Gate families picked out:
(3 px per um)
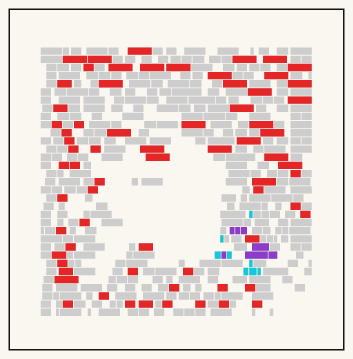
I/O nets highlighted:
(4 px per um)
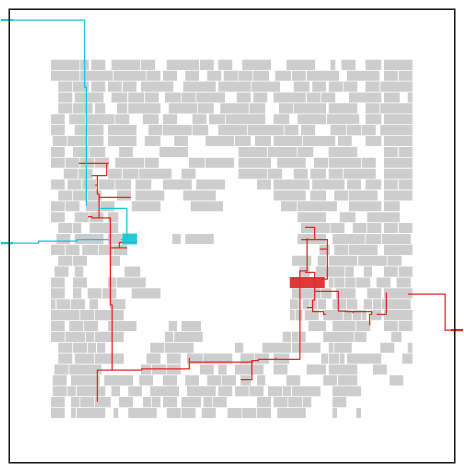
==> src/rtl/dma_bus_arb_pkg.sv <==
// Shared types, AHB constants and the round-robin search used by the DMA bus arbiter.
package dma_bus_arb_pkg;

  typedef enum logic {
    IDLE = 1'b0,
    OWN  = 1'b1
  } arb_state_e;

  localparam logic [2:0] HSIZE_WORD    = 3'b010;
  localparam logic [2:0] HBURST_SINGLE = 3'b000;
  localparam int unsigned RR_MAX_CH    = 8;

  // Returns {found, index}: first set bit of req at or after ptr, wrapping modulo n.
  function automatic logic [3:0] rr_pick(input logic [RR_MAX_CH-1:0] req,
                                         input logic [2:0] ptr,
                                         input int unsigned n);
    logic [3:0]  res;
    int unsigned idx;
    res = '0;
    for (int unsigned off = 0; off < RR_MAX_CH; off++) begin
      idx = (32'(ptr) + off) % n;
      if ((off < n) && !res[3] && req[idx[2:0]]) res = {1'b1, idx[2:0]};
    end
    return res;
  endfunction

endpackage

==> src/rtl/rr_picker.sv <==
// Combinational round-robin picker: first requester at or after the pointer.
module rr_picker
  import dma_bus_arb_pkg::*;
#(
  parameter  int unsigned N  = 2,
  localparam int unsigned IW = (N > 1) ? $clog2(N) : 1
) (
  input  logic [N-1:0]  req_i,
  input  logic [IW-1:0] ptr_i,
  output logic [N-1:0]  onehot_o,
  output logic [IW-1:0] idx_o,
  output logic          valid_o
);

  logic [RR_MAX_CH-1:0] req_ext;
  logic [3:0]           pick;
  logic [IW-1:0]        idx;

  always_comb begin
    req_ext           = '0;
    req_ext[N-1:0]    = req_i;
    pick              = rr_pick(req_ext, 3'(ptr_i), N);
    idx               = IW'(pick[2:0]);
    onehot_o          = '0;
    if (pick[3]) onehot_o[idx] = 1'b1;
    idx_o             = idx;
    valid_o           = pick[3];
  end

endmodule

==> src/rtl/dma_bus_arbiter.sv <==
// Round-robin, beat-quota arbiter sharing one AHB master port among DMA channels.
// Optional sticky per-channel error capture enabled by DMA_BUS_ARB_ERR_EN.
module dma_bus_arbiter
  import dma_bus_arb_pkg::*;
#(
  parameter  int unsigned ADDR_WIDTH = 32,
  parameter  int unsigned DATA_WIDTH = 32,
  parameter  int unsigned CHANNEL    = 2,
  parameter  int unsigned MAX_BEATS  = 4,
  localparam int unsigned IDW        = $clog2(CHANNEL),
  localparam int unsigned CW         = (MAX_BEATS > 1) ? $clog2(MAX_BEATS) : 1
) (
  input  logic                            clk,
  input  logic                            rst_n,
  input  logic [CHANNEL-1:0]              ch_req,
  input  logic [CHANNEL*ADDR_WIDTH-1:0]   ch_haddr,
  input  logic [CHANNEL-1:0]              ch_hwrite,
  input  logic [CHANNEL*DATA_WIDTH-1:0]   ch_hwdata,
  output logic [CHANNEL-1:0]              ch_gnt,
  output logic [CHANNEL-1:0]              ch_hready,
  output logic [DATA_WIDTH-1:0]           ch_hrdata,
  output logic [ADDR_WIDTH-1:0]           m_haddr,
  output logic [DATA_WIDTH-1:0]           m_hwdata,
  output logic                            m_hwrite,
  output logic [2:0]                      m_hsize,
  output logic [2:0]                      m_hburst,
  input  logic [DATA_WIDTH-1:0]           m_hrdata,
  input  logic                            m_hready,
  input  logic [1:0]                      m_hresp,
  output logic                            busy,
  output logic [IDW-1:0]                  owner_id,
  output logic [CHANNEL-1:0]              err_flags,
  input  logic [CHANNEL-1:0]              err_clr
);

  arb_state_e         state_q, state_d;
  logic [CHANNEL-1:0] gnt_q, gnt_d;
  logic [IDW-1:0]     owner_q, owner_d;
  logic [IDW-1:0]     rr_ptr_q, rr_ptr_d;
  logic [CW-1:0]      beat_cnt_q, beat_cnt_d;

  logic [CHANNEL-1:0] pick_onehot;
  logic [IDW-1:0]     pick_idx;
  logic               pick_valid;
  logic               beat_done, quota_hit, other_req, resp_err, release_bus;
  logic [IDW-1:0]     next_ptr;

  rr_picker #(.N(CHANNEL)) u_rr_picker (
    .req_i    (ch_req),
    .ptr_i    (rr_ptr_q),
    .onehot_o (pick_onehot),
    .idx_o    (pick_idx),
    .valid_o  (pick_valid)
  );

  assign beat_done   = (state_q == OWN) & m_hready;
  assign quota_hit   = (beat_cnt_q == CW'(MAX_BEATS - 1));
  assign other_req   = |(ch_req & ~gnt_q);
  assign next_ptr    = (owner_q == IDW'(CHANNEL - 1)) ? '0 : owner_q + 1'b1;
  assign release_bus = !ch_req[owner_q] || (beat_done && quota_hit && other_req) || resp_err;

  always_comb begin
    state_d    = state_q;
    gnt_d      = gnt_q;
    owner_d    = owner_q;
    rr_ptr_d   = rr_ptr_q;
    beat_cnt_d = beat_cnt_q;
    case (state_q)
      IDLE: begin
        if (pick_valid) begin
          state_d    = OWN;
          gnt_d      = pick_onehot;
          owner_d    = pick_idx;
          beat_cnt_d = '0;
        end
      end
      OWN: begin
        if (release_bus) begin
          state_d    = IDLE;
          gnt_d      = '0;
          owner_d    = '0;
          rr_ptr_d   = next_ptr;
          beat_cnt_d = '0;
        end else if (beat_done && !quota_hit) begin
          // Saturates at the quota while nobody else is waiting.
          beat_cnt_d = beat_cnt_q + 1'b1;
        end
      end
      default: state_d = IDLE;
    endcase
  end

  always_ff @(posedge clk) begin
    if (!rst_n) begin
      state_q    <= IDLE;
      gnt_q      <= '0;
      owner_q    <= '0;
      rr_ptr_q   <= '0;
      beat_cnt_q <= '0;
    end else begin
      state_q    <= state_d;
      gnt_q      <= gnt_d;
      owner_q    <= owner_d;
      rr_ptr_q   <= rr_ptr_d;
      beat_cnt_q <= beat_cnt_d;
    end
  end

`ifdef DMA_BUS_ARB_ERR_EN
  logic [CHANNEL-1:0] err_q, err_d;

  assign resp_err = beat_done && (m_hresp != 2'b00);

  always_comb begin
    err_d = err_q & ~err_clr;
    if (resp_err) err_d[owner_q] = 1'b1;
  end

  always_ff @(posedge clk) begin
    if (!rst_n) err_q <= '0;
    else        err_q <= err_d;
  end

  assign err_flags = err_q;
`else
  logic unused_err;
  assign resp_err   = 1'b0;
  assign err_flags  = '0;
  assign unused_err = ^{m_hresp, err_clr};
`endif

  always_comb begin
    m_haddr  = '0;
    m_hwdata = '0;
    m_hwrite = 1'b0;
    if (state_q == OWN) begin
      m_haddr  = ch_haddr[owner_q*ADDR_WIDTH +: ADDR_WIDTH];
      m_hwdata = ch_hwdata[owner_q*DATA_WIDTH +: DATA_WIDTH];
      m_hwrite = ch_hwrite[owner_q];
    end
  end

  assign ch_gnt    = gnt_q;
  assign ch_hready = gnt_q & {CHANNEL{m_hready}};
  assign ch_hrdata = m_hrdata;
  assign m_hsize   = HSIZE_WORD;
  assign m_hburst  = HBURST_SINGLE;
  assign busy      = (state_q == OWN);
  assign owner_id  = owner_q;

endmodule

==> config.mk <==
export PLATFORM = sky130hd
export DESIGN_NAME = dma_bus_arbiter
export DESIGN_NICKNAME = d
export VERILOG_FILES = /design/src/rtl/dma_bus_arb_pkg.sv /design/src/rtl/rr_picker.sv /design/src/rtl/dma_bus_arbiter.sv
export SDC_FILE = /design/constraint.sdc
export NUM_CORES = 1
export LEC_CHECK = 0
export ABC_CLOCK_PERIOD_IN_PS = 2000
export CORE_AREA = 10 10 101 103
export CTS_CLUSTER_DIAMETER = 40
export DETAILED_ROUTE_END_ITERATION = 10
export DIE_AREA = 0 0 111 113
export PLACE_DENSITY = 0.76
export SLEW_MARGIN = 20
export SYNTH_ARGS = -nofsm -noshare
export SYNTH_HDL_FRONTEND = slang
export SYNTH_SLANG_ARGS = --single-unit
export TNS_END_PERCENT = 50
==> constraint.sdc <==
create_clock -name clk -period 2 [get_ports clk]
set_clock_uncertainty 0.2 [all_clocks]
set_input_delay 0.4 -clock clk [delete_from_list [all_inputs] [get_ports clk]]
set_output_delay 0.4 -clock clk [all_outputs]
set_load 0.05 [all_outputs]
==> impl_metrics.csv <==
group,metric,value,unit
detailed_routing,drt_iter0_markers,42,
power,pwr-share-comb,84.7,%
power,clock_net_power,183,uW
global_route,grt_pass1_wl,14.8,mm
cells_and_area,final_cells,516,
yosys,adder_share,0.749,%
cells_and_area,drive_gt1_share,50.9,%
worst_setup_path,endpoint_kind,"primary output",
floorplanning,floorplan.core_util,20.6,%
timing,tns,-0.0527,ns
clock_tree,cts_sinks,6,
worst_setup_path,r2r_start,"ch_gnt[1]",
timing,setup_slack,-0.0117,ns
global_route,met1_usage,14.1,%
power,powerComb,1790,uW
status,outcome,"finished with violations",
detailed_routing,ant_nets,0,
worst_setup_path,crit_path_start,"ch_gnt[1]",
yosys,synthAoiAreaFrac,4.64,%
timing,fmax,0.497,GHz
yosys,ys_warn_count,0,
worst_setup_path,ff2ff_setup_slack,0.24,ns
power,clkPwrFrac,8.7,%
power,switching_share,44.5,%
cells_and_area,layout.nets,585,
yosys,synthMuxAreaShare,40.9,%
timing,setup_viol,9,
floorplanning,core,0.00813,mm2
status,violations,"setup timing",
clock_tree,post_cts_resized,26,
About 'gate families picked out':
[nand cells] cyan | cells: 8 | most used: nand2_1
[aoi and oai cells] purple | cells: 7 | most used: a21oi_1
[mux cells] red | cells: 68 | most used: mux2i_1 | where: spread over the die

About 'I/O nets highlighted':
[ch_hwrite] cyan | bits: 2 | direction: input | edge: left | end cells: 1 | buffers: 2 | wire: 105 um
[owner_id] red | bits: 1 | direction: output | edge: right | end cells: 1 | buffers: 4 | wire: 284 um

==> per-stage QoR <==
stage / util [%] / cell area, um2 / hold slack (ns)
2_1_floorplan: - / 2080 / 0.242
3_3_place_gp: 58.5 / 4760 / 0.257
3_5_place_dp: 58.5 / 4760 / 0.271
4_1_cts: 61.3 / 4990 / 0.276
5_1_grt: 65.6 / 5330 / 0.293
6_report: 65.6 / 5330 / 0.274
==> cell type report <==
class | count | area (um2) | share of cell area (%)
Multi-Input combinational cell | 169 | 1930 | 36.1
Inverter | 2 | 10.0 | 0.188
Clock buffer | 3 | 41.3 | 0.774
Timing Repair Buffer | 231 | 3100 | 58.1
Tap cell | 105 | 131 | 2.46
Sequential cell | 6 | 128 | 2.39
==> synthesized netlist by cell type <==
cell      instances  area (um2)
mux2i_1          67         671
nor2_1           65         244
buf_4            44         330
buf_2             9        45.0
dfxtp_1           6         120
nand2_1           4        15.0
clkbuf_1          3        11.3
a21oi_1           2        10.0
and2_1            2        12.5
and3_1            2        12.5
conb_1            2        7.51
inv_1             2        7.51
nand3_1           2        10.0
and4b_1           1        10.0
and4b_4           1        13.8
buf_1             1        3.75
ha_1              1        12.5
mux2i_2           1        13.8
nand2b_1          1        6.26
nand3b_1          1        7.51
nor2b_1           1        6.26
nor3_1            1        5.00
nor4_2            1        12.5
nor4bb_1          1        10.0
o211a_1           1        10.0
o21ai_0           1        5.00
o221ai_1          1        8.76
o22ai_1           1        6.26
o311ai_2          1        16.3
o31ai_4           1        21.3
or3_1             1        6.26
==> critical path, cell delays in order (launching register included) <==
cell       delay [ns]
dfxtp_4          0.37
buf_12           0.14
clkbuf_16        0.20
mux2i_4          0.26
nor2_4           0.06
buf_12           0.14
Power figures rest on the tool's default switching activity, not on a simulated workload.
